File: src/rtl/dilithium_pkg.sv
// Shared Dilithium arithmetic constants.
//   DILITHIUM_Q / DILITHIUM_QINV / DILITHIUM_DATA_W : modulus, Q^-1 mod 2^32, word width
//   MONTRED_STAGES : pipeline depth of montgomery_reduce_pipe. It is 4 when the
//                    MONTRED_FREEZE_EN macro is defined and 3 otherwise.
package dilithium_pkg;

    localparam int unsigned DILITHIUM_Q      = 8380417;
    localparam int unsigned DILITHIUM_QINV   = 58728449;
    localparam int unsigned DILITHIUM_DATA_W = 32;

`ifdef MONTRED_FREEZE_EN
    localparam int unsigned MONTRED_STAGES = 4;
`else
    localparam int unsigned MONTRED_STAGES = 3;
`endif

endpackage

File: src/rtl/montgomery_lane.sv
// One lane of the Montgomery reduction datapath: r = (a - t*Q) >>> DATA_W,
// where t = signed low DATA_W bits of a*QINV.
//   clock, reset_n : rising-edge clock, asynchronous active-low reset
//   en             : advance all stages (global pipeline advance)
//   a              : 2*DATA_W signed product
//   r              : DATA_W signed result. It is centered in (-Q, Q), or
//                    canonical in [0, Q) when MONTRED_FREEZE_EN is defined,
//                    which adds stage S4.
module montgomery_lane
    import dilithium_pkg::*;
#(
    parameter int unsigned DATA_W = DILITHIUM_DATA_W,
    parameter int unsigned Q      = DILITHIUM_Q,
    parameter int unsigned QINV   = DILITHIUM_QINV
) (
    input  logic                  clock,
    input  logic                  reset_n,
    input  logic                  en,
    input  logic [2*DATA_W-1:0]   a,
    output logic [DATA_W-1:0]     r
);

    localparam int unsigned       W2     = 2 * DATA_W;
    localparam logic [DATA_W-1:0] QINV_W = DATA_W'(QINV);
    localparam logic [DATA_W-1:0] Q_W    = DATA_W'(Q);
    localparam logic [W2-1:0]     Q_X    = W2'(Q);

    logic [W2-1:0]     a1_q, a1_d, a2_q, a2_d, p2_q, p2_d;
    logic [DATA_W-1:0] t1_q, t1_d, r3_q, r3_d;
`ifdef MONTRED_FREEZE_EN
    logic [DATA_W-1:0] r4_q, r4_d;
`endif

    always_comb begin
        a1_d = a1_q;
        t1_d = t1_q;
        a2_d = a2_q;
        p2_d = p2_q;
        r3_d = r3_q;
`ifdef MONTRED_FREEZE_EN
        r4_d = r4_q;
`endif
        if (en) begin
            // S1: only the low DATA_W bits of a*QINV matter, so an unsigned
            // DATA_W-bit product gives the same bits as the signed one.
            a1_d = a;
            t1_d = a[DATA_W-1:0] * QINV_W;
            // S2: sign-extend t so the 2*DATA_W product is the signed t*Q.
            a2_d = a1_q;
            p2_d = {{DATA_W{t1_q[DATA_W-1]}}, t1_q} * Q_X;
            // S3: the low half of a - t*Q is zero, so its top half is the
            // arithmetic shift truncated to DATA_W bits.
            r3_d = DATA_W'((a2_q - p2_q) >> DATA_W);
`ifdef MONTRED_FREEZE_EN
            r4_d = r3_q[DATA_W-1] ? (r3_q + Q_W) : r3_q;
`endif
        end
    end

    always_ff @(posedge clock or negedge reset_n) begin
        if (!reset_n) begin
            a1_q <= '0;
            t1_q <= '0;
            a2_q <= '0;
            p2_q <= '0;
            r3_q <= '0;
`ifdef MONTRED_FREEZE_EN
            r4_q <= '0;
`endif
        end else begin
            a1_q <= a1_d;
            t1_q <= t1_d;
            a2_q <= a2_d;
            p2_q <= p2_d;
            r3_q <= r3_d;
`ifdef MONTRED_FREEZE_EN
            r4_q <= r4_d;
`endif
        end
    end

`ifdef MONTRED_FREEZE_EN
    assign r = r4_q;
`else
    assign r = r3_q;
`endif

endmodule

File: src/rtl/montgomery_reduce_pipe.sv
// Streaming Montgomery reduction, r = a * 2^-DATA_W mod Q, for LANES lanes per beat.
// The unit uses a valid/ready handshake with a global stall and carries a tag
// through with each beat.
//   clock, reset_n       : rising-edge clock, asynchronous active-low reset
//   in_valid/in_ready    : input handshake. in_ready depends only on out_valid and out_ready.
//   in_a                 : lane i at [i*2*DATA_W +: 2*DATA_W], signed
//   in_tag               : sideband tag, returned unchanged with the beat
//   out_valid/out_ready  : output handshake
//   out_r                : lane i at [i*DATA_W +: DATA_W], signed
//   out_tag              : tag of the output beat
// When MONTRED_FREEZE_EN is defined, the pipeline gains a stage that makes
// the results canonical in [0, Q). Latency is then 4 instead of 3.
module montgomery_reduce_pipe
    import dilithium_pkg::*;
#(
    parameter int unsigned DATA_W = DILITHIUM_DATA_W,
    parameter int unsigned Q      = DILITHIUM_Q,
    parameter int unsigned QINV   = DILITHIUM_QINV,
    parameter int unsigned LANES  = 1,
    parameter int unsigned TAG_W  = 4
) (
    input  logic                        clock,
    input  logic                        reset_n,
    input  logic                        in_valid,
    output logic                        in_ready,
    input  logic [LANES*2*DATA_W-1:0]   in_a,
    input  logic [TAG_W-1:0]            in_tag,
    output logic                        out_valid,
    input  logic                        out_ready,
    output logic [LANES*DATA_W-1:0]     out_r,
    output logic [TAG_W-1:0]            out_tag
);

    localparam int unsigned NS = MONTRED_STAGES;

    logic [NS-1:0]            vld_q, vld_d;
    logic [NS-1:0][TAG_W-1:0] tag_q, tag_d;
    logic                     advance;

    // Every stage moves together. Bubbles travel like beats, so the lane
    // datapaths need only the shared enable.
    always_comb begin
        advance = ~vld_q[NS-1] | out_ready;
        vld_d   = vld_q;
        tag_d   = tag_q;
        if (advance) begin
            vld_d = {vld_q[NS-2:0], in_valid};
            tag_d = {tag_q[NS-2:0], in_tag};
        end
    end

    always_ff @(posedge clock or negedge reset_n) begin
        if (!reset_n) begin
            vld_q <= '0;
            tag_q <= '0;
        end else begin
            vld_q <= vld_d;
            tag_q <= tag_d;
        end
    end

    assign in_ready  = advance;
    assign out_valid = vld_q[NS-1];
    assign out_tag   = tag_q[NS-1];

    for (genvar i = 0; i < LANES; i++) begin : g_lane
        montgomery_lane #(
            .DATA_W (DATA_W),
            .Q      (Q),
            .QINV   (QINV)
        ) u_lane (
            .clock   (clock),
            .reset_n (reset_n),
            .en      (advance),
            .a       (in_a[i*2*DATA_W +: 2*DATA_W]),
            .r       (out_r[i*DATA_W +: DATA_W])
        );
    end

endmodule

File: config.mk
export PLATFORM = sky130hd
export DESIGN_NAME = montgomery_reduce_pipe
export DESIGN_NICKNAME = d
export VERILOG_FILES = /design/src/rtl/dilithium_pkg.sv /design/src/rtl/montgomery_lane.sv /design/src/rtl/montgomery_reduce_pipe.sv
export SDC_FILE = /design/constraint.sdc
export NUM_CORES = 1
export LEC_CHECK = 0
export CAP_MARGIN = 20
export CORE_UTILIZATION = 31
export DETAILED_ROUTE_END_ITERATION = 8
export HOLD_SLACK_MARGIN = 0.12
export PLACE_DENSITY_LB_ADDON = 0.05
export SLEW_MARGIN = 20
export SYNTH_ARGS = -nofsm -noshare
export SYNTH_HDL_FRONTEND = slang
export SYNTH_HIERARCHICAL = 1
export SYNTH_SLANG_ARGS = --single-unit
File: constraint.sdc
create_clock -name clock -period 6.57 [get_ports clock]
set_input_delay 1.6425 -clock clock [delete_from_list [all_inputs] [get_ports clock]]
set_output_delay 1.6425 -clock clock [all_outputs]
set_load 0.005 [all_outputs]
==> run_1/flops_by_reg.png <==
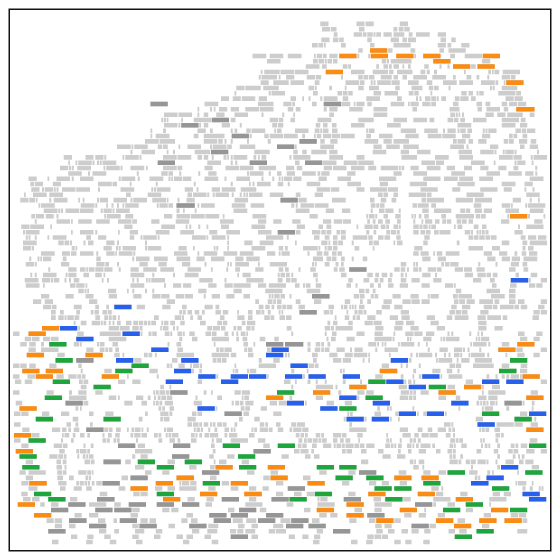
legend:
  green:
    signal: `g_lane.u_lane/a2_q`
    flops: 51
    where: a horizontal strip, bottom
  blue:
    signal: `g_lane.u_lane/p2_q`
    flops: 43
  orange:
    signal: `g_lane.u_lane/a1_q`
    flops: 64
    where: all over the die
not coloured: 66

==> run_1/placement.png <==
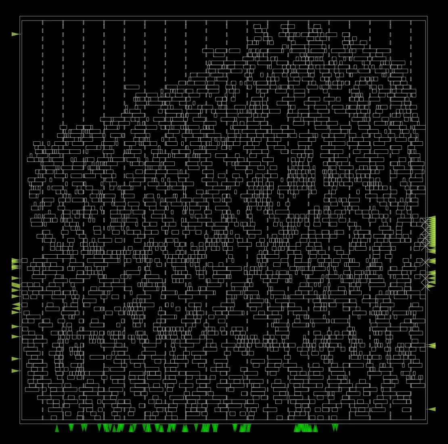
final core area utilization: 38.5%
standard-cell row count: 99
final cell count without fillers: 3421
share of cell area taken by flip-flops and latches: 19.9%
Flops: 224

==> run_1/layer_met2.png <==
The bar under the picture is 100 µm long.
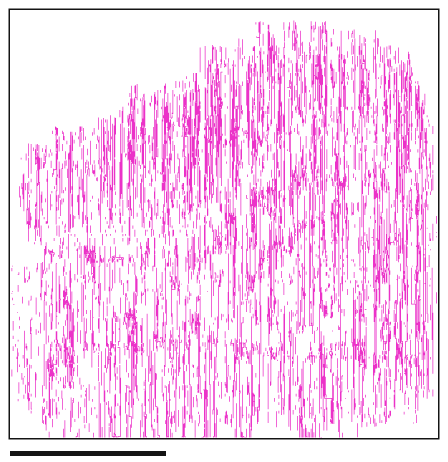
wire length on this layer: 32.5 mm
share of all routed wire: 50%

==> flow_summary_export.csv, run 1 <==
group,metric,value,unit
sta,fin_crit_sh,98.9,%
worst_setup_path,worst_path_dominant_cell_family,"adder cells",
status,failed_checks,"design-rule violations",
clock_tree,clock_tree.root_cell,"sky130_fd_sc_hd__clkbuf_16",
logic_synthesis,syn-num-nets,2816,
placed_design,gpl.final_weighted_congestion,0.836,
sta,setup-violations-final,0,
final_layout,flow.area_growth_from_synthesis,22.2,%
worst_setup_path,max_stage_delay,0.60,ns
final_layout,clock_cell_area_share,3.49,%
final_layout,multi_input_comb_cells,1518,
final_layout,largestRegisters,"g_lane.u_lane/a1_q x64, g_lane.u_lane/a2_q x51, g_lane.u_lane/p2_q x43",
clock_tree,clockBufferDepth,3,
route,detailedRoute.firstIterationViolations,731,
logic_synthesis,synth_largest_type_area_fraction,24.3,%
logic_synthesis,syn_avg_cell_area,10.7,µm²
logic_synthesis,synthAoiAreaFrac,10.3,%
final_layout,finalNetCount,3107,
sta,holdWs,0.461,ns
worst_setup_path,critPathSlowestCell,"sky130_fd_sc_hd__fa_1",
route,antenna_left,0,
route,wl_met2,32500,µm
route,vias,16000,
logic_synthesis,number_of_register_bits_inferred_by_synthesis,224,
logic_synthesis,ys_dominant_reg_cell,"sky130_fd_sc_hd__dfrtp_1",
status,run_status,"complete, but fails checks",
worst_setup_path,setup.worst_path.start_class,"flop",
final_layout,antenna_fix_cells,0,
logic_synthesis,most_numerous_cell_types_in_the_synthesized_netlist,"366 x sky130_fd_sc_hd__inv_1, 350 x sky130_fd_sc_hd__ha_1, 245 x sky130_fd_sc_hd__fa_1",
worst_hold_path,worst_hold_path_depth,1,
worst_setup_path,cp_cell_sequence,"buf_4 -> fa_2 -> fa_1 -> fa_1 -> fa_1 -> fa_1 -> fa_1 -> ha_1 -> ha_4 -> nand2_1 -> nor2_1 -> a21o_1 -> o21a_1 -> o41a_1 -> o31a_1 -> a311o_1 -> buf_4 -> a211oi_2 -> xnor2_1 -> mux2i_1",
final_layout,fillerInstances,7345,
final_layout,nNonClkInverters,366,
floorplanning,io_pins,110,
sta,finalClockSkew,0.0322,ns
route,route.top_layer_used,"met4",
worst_setup_path,reg2regPathDepth,20,
placed_design,placed_cell_area,26600,µm²
logic_synthesis,yosys-mux-area-fraction,7.47,%
global_routing,grt_most_used_layer,"met2",
final_layout,layout.area.seq,5610,µm²
route,viasPerCell,4.69,
sta,max_slew_margin,39.1,%
global_routing,groute.layer.met1.usage,23.0,%
worst_hold_path,min-delay-path-class,"flop to flop",
route,post-route-drc-count,7,
floorplanning,chip_area,75600,µm²
global_routing,antenna_found_initial,1,
logic_synthesis,synth_chip_area,23100,µm²
route,routed_wirelength,64600,µm
global_routing,grt-ovfl-total,0,
worst_setup_path,critical_path.reg2reg.startpoint,"g_lane[0].u_lane/t1_q[21]",
logic_synthesis,yosys-stat-cells,2149,
flow_run,maxCapViolCount,0,
worst_setup_path,cp-endpoint,"g_lane[0].u_lane/p2_q[55]",
clock_tree,post_cts_buffers,2,
clock_tree,post_cts_resized,24,
final_layout,dominant_cells,"logic gates",
final_layout,signal_buffer_area_fraction,9.07,%
logic_synthesis,synth.cell_area,23100,µm²
route,detail_route.wl_per_cell,18.9,µm
floorplanning,chipWidth,275,µm
logic_synthesis,synth_xor_xnor_area_share,4.59,%
global_routing,track_usage,17.4,%
floorplanning,core,73300,µm²
clock_tree,tritoncts_num_sinks,224,
placed_design,place.detailed.hpwl,54100,µm
final_layout,lay_top_cells,"344 x sky130_fd_sc_hd__inv_1, 320 x sky130_fd_sc_hd__ha_1, 223 x sky130_fd_sc_hd__fa_1, 221 x sky130_fd_sc_hd__dfrtp_1, 191 x sky130_fd_sc_hd__buf_4",
sta,worst_pin_slew,0.913,ns
worst_setup_path,setup.reg_to_reg.worst_slack,0.07,ns
clock_tree,worst_skew_late_latency,0.58,ns
sta,layout_setup_ws,0.0713,ns
floorplanning,chipHeight,275,µm
global_routing,gr-usage-met2,30.4,%
sta,finalWorstPathRequiredPeriod,6.50,ns
clock_tree,cts_hold_repair.buffers,0,
==> run_1/io_fan.png <==
The bar under the picture is 100 µm long.
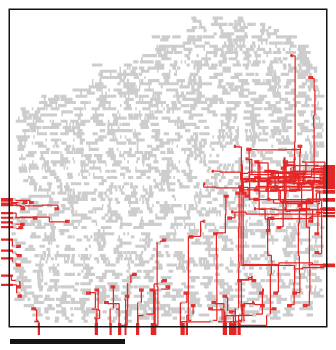

==> run 2: changes to the inputs <==
Settings changed: CORE_MARGIN set to 3, PLACE_DENSITY_LB_ADDON 0.05 to 0.2.
==> run_2/io_fan.png <==
The bar under the picture is 100 µm long.
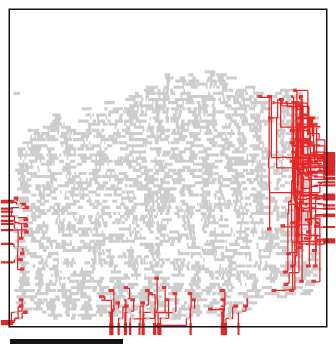
legend:
  red:
    port: `in_a`
    bits: 64
    direction: input
    end_cells: 102
    wire: 4600 µm

==> run_2/wires.png <==
Only two layers are drawn.
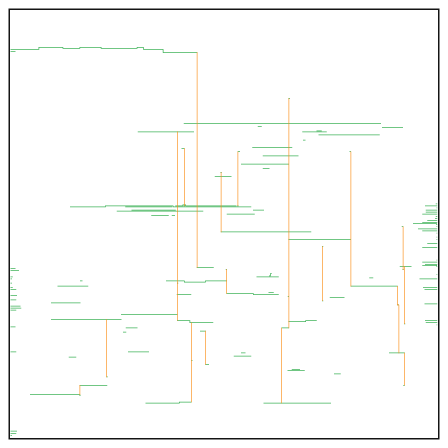
legend:
  orange:
    layer: metal 4
    wire_length: 960 µm
  green:
    layer: metal 3
    wire_length: 1660 µm

==> flow_summary_export.csv, run 2 <==
group,metric,value,unit
global_routing,use_met3,1.84,%
final_layout,multi_input_comb_cells,1518,
floorplanning,core,73300,µm²
clock_tree,post_cts_buffers,0,
final_layout,nNonClkInverters,366,
global_routing,groute.layer.met1.usage,21.1,%
final_layout,fin_util,37.9,%
sta,max_slew_margin,40.9,%
logic_synthesis,most_numerous_cell_types_in_the_synthesized_netlist,"366 x sky130_fd_sc_hd__inv_1, 350 x sky130_fd_sc_hd__ha_1, 245 x sky130_fd_sc_hd__fa_1",
final_layout,most_common_logic_cell_in_the_routed_design,"sky130_fd_sc_hd__inv_1",
final_layout,dominant_cells,"logic gates",
worst_setup_path,worst_ep_required_time,6.97,ns
logic_synthesis,number_of_register_bits_inferred_by_synthesis,224,
logic_synthesis,syn_avg_cell_area,10.7,µm²
route,drt-met1-wl,27400,µm
logic_synthesis,synth_largest_type_area_fraction,24.3,%
route,post-route-drc-count,0,
placed_design,place.detailed.hpwl,49600,µm
floorplanning,chipWidth,279,µm
final_layout,fillerInstances,7270,
final_layout,antenna_fix_cells,1,
global_routing,via_count_of_the_first_global_routing_pass,17500,
route,detailedRoute.firstIterationViolations,603,
final_layout,finalNetCount,3069,
clock_tree,clockBufferDepth,3,
logic_synthesis,yosys-mux-area-fraction,7.47,%
final_layout,largestRegisters,"g_lane.u_lane/a1_q x64, g_lane.u_lane/a2_q x51, g_lane.u_lane/p2_q x43",
worst_hold_path,worst_hold_path_depth,1,
final_layout,clock_cell_area_share,3.11,%
sta,fin_crit_sh,98.6,%
flow_run,maxCapViolCount,0,
final_layout,stdcell_count,3382,
logic_synthesis,synth.cell_area,23100,µm²
floorplanning,chip_area,77800,µm²
logic_synthesis,ys_async_rst_share,100,%
sta,worst_pin_slew,0.886,ns
worst_setup_path,critical_path.reg2reg.startpoint,"g_lane[0].u_lane/t1_q[19]",
worst_setup_path,worst_path_dominant_cell_family,"adder cells",
logic_synthesis,syn-num-nets,2816,
sta,finalWorstPathRequiredPeriod,6.48,ns
floorplanning,chipHeight,279,µm
route,route.top_layer_used,"met4",
worst_setup_path,setup.reg_to_reg.worst_slack,0.09,ns
sta,finalClockSkew,0.0307,ns
worst_setup_path,max_stage_delay,0.55,ns
worst_setup_path,critPathSlowestCell,"sky130_fd_sc_hd__fa_1",
clock_tree,cts_hold_repair.buffers,0,
route,antenna_left,0,
placed_design,gpl.final_weighted_congestion,0.876,
final_layout,lay_top_cells,"344 x sky130_fd_sc_hd__inv_1, 323 x sky130_fd_sc_hd__ha_1, 221 x sky130_fd_sc_hd__fa_1, 219 x sky130_fd_sc_hd__dfrtp_1, 153 x sky130_fd_sc_hd__buf_4",
sta,timing.final.hold_violations,0,
global_routing,grt_most_used_layer,"met2",
clock_tree,tritoncts,"yes",
floorplanning,std_cell_rows,99,
worst_hold_path,min-delay-path-class,"flop to flop",
final_layout,signal_buffer_area_fraction,8.24,%
route,vias,16000,
logic_synthesis,ys_dominant_reg_cell,"sky130_fd_sc_hd__dfrtp_1",
sta,setup-violations-final,0,
worst_setup_path,setup.worst_path.start_class,"flop",
global_routing,antenna_found_initial,0,
sta,layout_setup_ws,0.0896,ns
placed_design,placed_cell_area,26300,µm²
logic_synthesis,synth_adder_area_share,40.2,%
route,wl_met2,29500,µm
global_routing,track_usage,15.5,%
global_routing,grt-ovfl-total,0,
route,viasPerCell,4.73,
logic_synthesis,synth.logic.top_family,"adder cells",
route,detail_route.wl_per_cell,17.6,µm
flow_run,tool_warnings,52,
worst_setup_path,reg2regPathDepth,21,
clock_tree,tritoncts_num_sinks,224,
final_layout,n_sequential_cell,224,
clock_tree,clock_tree.root_cell,"sky130_fd_sc_hd__clkbuf_16",
logic_synthesis,synth_chip_area,23100,µm²
final_layout,flow.area_growth_from_synthesis,20.2,%
logic_synthesis,yosys-stat-cells,2149,
logic_synthesis,synthAoiAreaFrac,10.3,%
final_layout,layout.area.seq,5610,µm²
final_layout,seq-cell-share,20.2,%
sta,holdWs,0.463,ns
status,run_status,"finished, final reports clean",
global_routing,gr-usage-met2,27.0,%
route,routed_wirelength,59500,µm
clock_tree,post_cts_resized,9,
floorplanning,io_pins,110,
worst_setup_path,cp-endpoint,"g_lane[0].u_lane/p2_q[51]",
worst_setup_path,cp_cell_sequence,"inv_4 -> buf_6 -> fa_2 -> fa_1 -> inv_2 -> fa_2 -> fa_1 -> fa_2 -> fa_2 -> ha_4 -> ha_4 -> nand2_4 -> nor2_2 -> a21o_1 -> o21a_1 -> o41a_1 -> o31a_1 -> a311o_2 -> a311oi_2 -> xor2_1 -> mux2i_1",
logic_synthesis,synth_xor_xnor_area_share,4.59,%
clock_tree,worst_skew_late_latency,0.56,ns
==> run_2/layer_met2.png <==
The bar under the picture is 100 µm long.
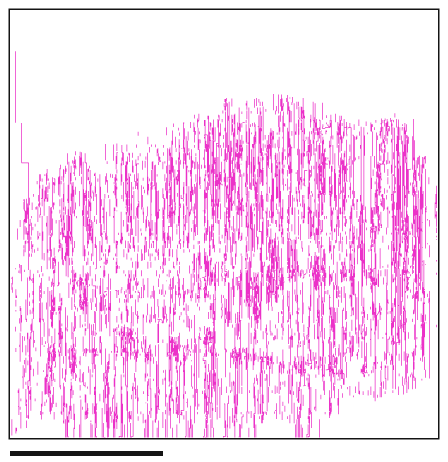

==> run 3: changes to the inputs <==
Settings changed: CORE_MARGIN 3 to unset, SLEW_MARGIN 20 to 25.
==> run_3/layer_met2.png <==
The bar under the picture is 100 µm long.
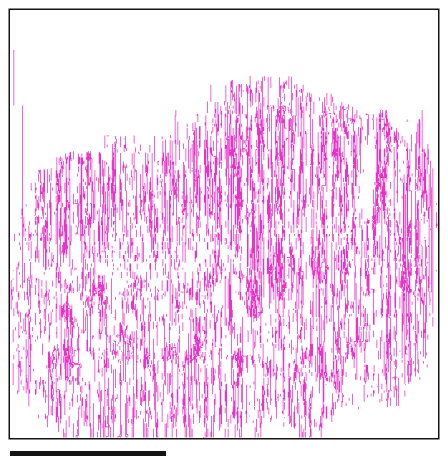
nets with wire on the layer: 2691
longest straight run: 117 µm
share of all routed wire: 50%
main direction: vertical

==> flow_summary_export.csv, run 3 <==
group,metric,value,unit
global_routing,grt-ovfl-total,0,
worst_setup_path,critical_path.reg2reg.startpoint,"g_lane[0].u_lane/t1_q[20]",
worst_hold_path,min-delay-path-class,"flop to flop",
route,post-route-drc-count,12,
logic_synthesis,synth.logic.top_family,"adder cells",
sta,timing.final.hold_violations,0,
final_layout,clock_cell_area_share,3.29,%
clock_tree,clockBufferDepth,3,
worst_setup_path,critPathSlowestCell,"sky130_fd_sc_hd__fa_2",
logic_synthesis,ys_async_rst_share,100,%
worst_setup_path,worst_ep_required_time,7.00,ns
sta,timing_max_transition_violations_final,0,
logic_synthesis,synth.cell_area,23100,µm²
placed_design,place.detailed.hpwl,50400,µm
worst_setup_path,reg2regPathDepth,20,
global_routing,use_met3,1.74,%
status,run_status,"complete, but fails checks",
logic_synthesis,most_numerous_cell_types_in_the_synthesized_netlist,"366 x sky130_fd_sc_hd__inv_1, 350 x sky130_fd_sc_hd__ha_1, 245 x sky130_fd_sc_hd__fa_1",
floorplanning,io_pins,110,
clock_tree,post_cts_resized,10,
logic_synthesis,synthAoiAreaFrac,10.3,%
clock_tree,post_cts_buffers,0,
logic_synthesis,yosys-mux-area-fraction,7.47,%
route,route.top_layer_used,"met4",
final_layout,nNonClkInverters,366,
sta,max_slew_margin,38.6,%
final_layout,fin_util,37.7,%
sta,finalClockSkew,0.0176,ns
final_layout,n_sequential_cell,224,
logic_synthesis,synth_adder_area_share,40.2,%
final_layout,antenna_fix_cells,2,
final_layout,layout.area.comb,16300,µm²
route,detailedRoute.firstIterationViolations,722,
floorplanning,chipHeight,275,µm
global_routing,grt_most_used_layer,"met2",
sta,setup_tns,0,ns
final_layout,layout.area.seq,5610,µm²
placed_design,placed_cell_area,26300,µm²
route,antenna_left,0,
flow_run,tool_warnings,49,
global_routing,via_count_of_the_first_global_routing_pass,17300,
final_layout,most_common_logic_cell_in_the_routed_design,"sky130_fd_sc_hd__inv_1",
clock_tree,worst_skew_late_latency,0.58,ns
final_layout,lay_top_cells,"346 x sky130_fd_sc_hd__inv_1, 331 x sky130_fd_sc_hd__ha_1, 229 x sky130_fd_sc_hd__fa_1, 221 x sky130_fd_sc_hd__dfrtp_1, 149 x sky130_fd_sc_hd__buf_4",
worst_setup_path,setup.worst_path.start_class,"flop",
worst_setup_path,worst_path_dominant_cell_family,"adder cells",
clock_tree,cts_hold_repair.buffers,0,
logic_synthesis,yosys-stat-cells,2149,
route,detail_route.wl_per_cell,17.7,µm
sta,layout_setup_ws,0.0958,ns
logic_synthesis,syn-num-nets,2816,
final_layout,multi_input_comb_cells,1518,
floorplanning,std_cell_rows,99,
flow_run,maxCapViolCount,0,
worst_setup_path,cp_cell_sequence,"inv_4 -> fa_2 -> inv_2 -> fa_2 -> fa_1 -> fa_2 -> fa_1 -> fa_1 -> ha_4 -> ha_4 -> nand2_2 -> nor2_1 -> a21o_1 -> o21a_1 -> o41a_1 -> o31a_1 -> a311o_2 -> a311oi_2 -> xor2_1 -> mux2i_1",
final_layout,finalNetCount,3063,
route,drt-met1-wl,27000,µm
route,wl_met2,29700,µm
clock_tree,clock_tree.root_cell,"sky130_fd_sc_hd__clkbuf_16",
worst_setup_path,cp-endpoint,"g_lane[0].u_lane/p2_q[51]",
sta,finalWorstPathRequiredPeriod,6.47,ns
final_layout,dominant_cells,"logic gates",
floorplanning,chipWidth,275,µm
route,routed_wirelength,59800,µm
global_routing,groute.layer.met1.usage,21.5,%
sta,holdWs,0.468,ns
final_layout,flow.area_growth_from_synthesis,19.6,%
logic_synthesis,syn_avg_cell_area,10.7,µm²
placed_design,gpl.final_weighted_congestion,0.906,
global_routing,gr-usage-met2,28.5,%
placed_design,pre_cts_slack,-0.156,ns
final_layout,seq-cell-share,20.3,%
sta,worst_pin_slew,0.921,ns
route,viasPerCell,4.72,
worst_setup_path,max_stage_delay,0.61,ns
logic_synthesis,synth_chip_area,23100,µm²
worst_hold_path,worst_hold_path_depth,1,
sta,fin_crit_sh,98.5,%
sta,setup-violations-final,0,
status,failed_checks,"design-rule violations",
final_layout,largestRegisters,"g_lane.u_lane/a1_q x64, g_lane.u_lane/a2_q x51, g_lane.u_lane/p2_q x43",
logic_synthesis,ys_dominant_reg_cell,"sky130_fd_sc_hd__dfrtp_1",
floorplanning,chip_area,75600,µm²
clock_tree,tritoncts_num_sinks,224,
global_routing,antenna_found_initial,1,
==> run_3/placement.png <==
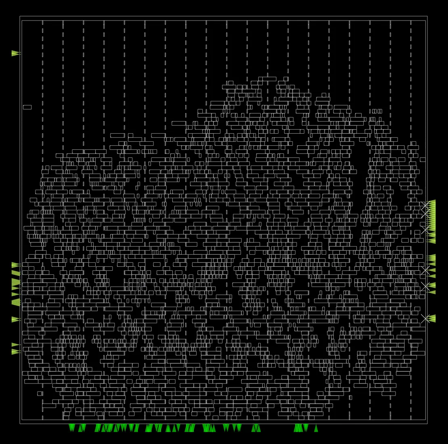
final cell count without fillers: 3376
placeable core area: 73300 µm²
Layout fillers: 7268
Well-Tap Cells: 959

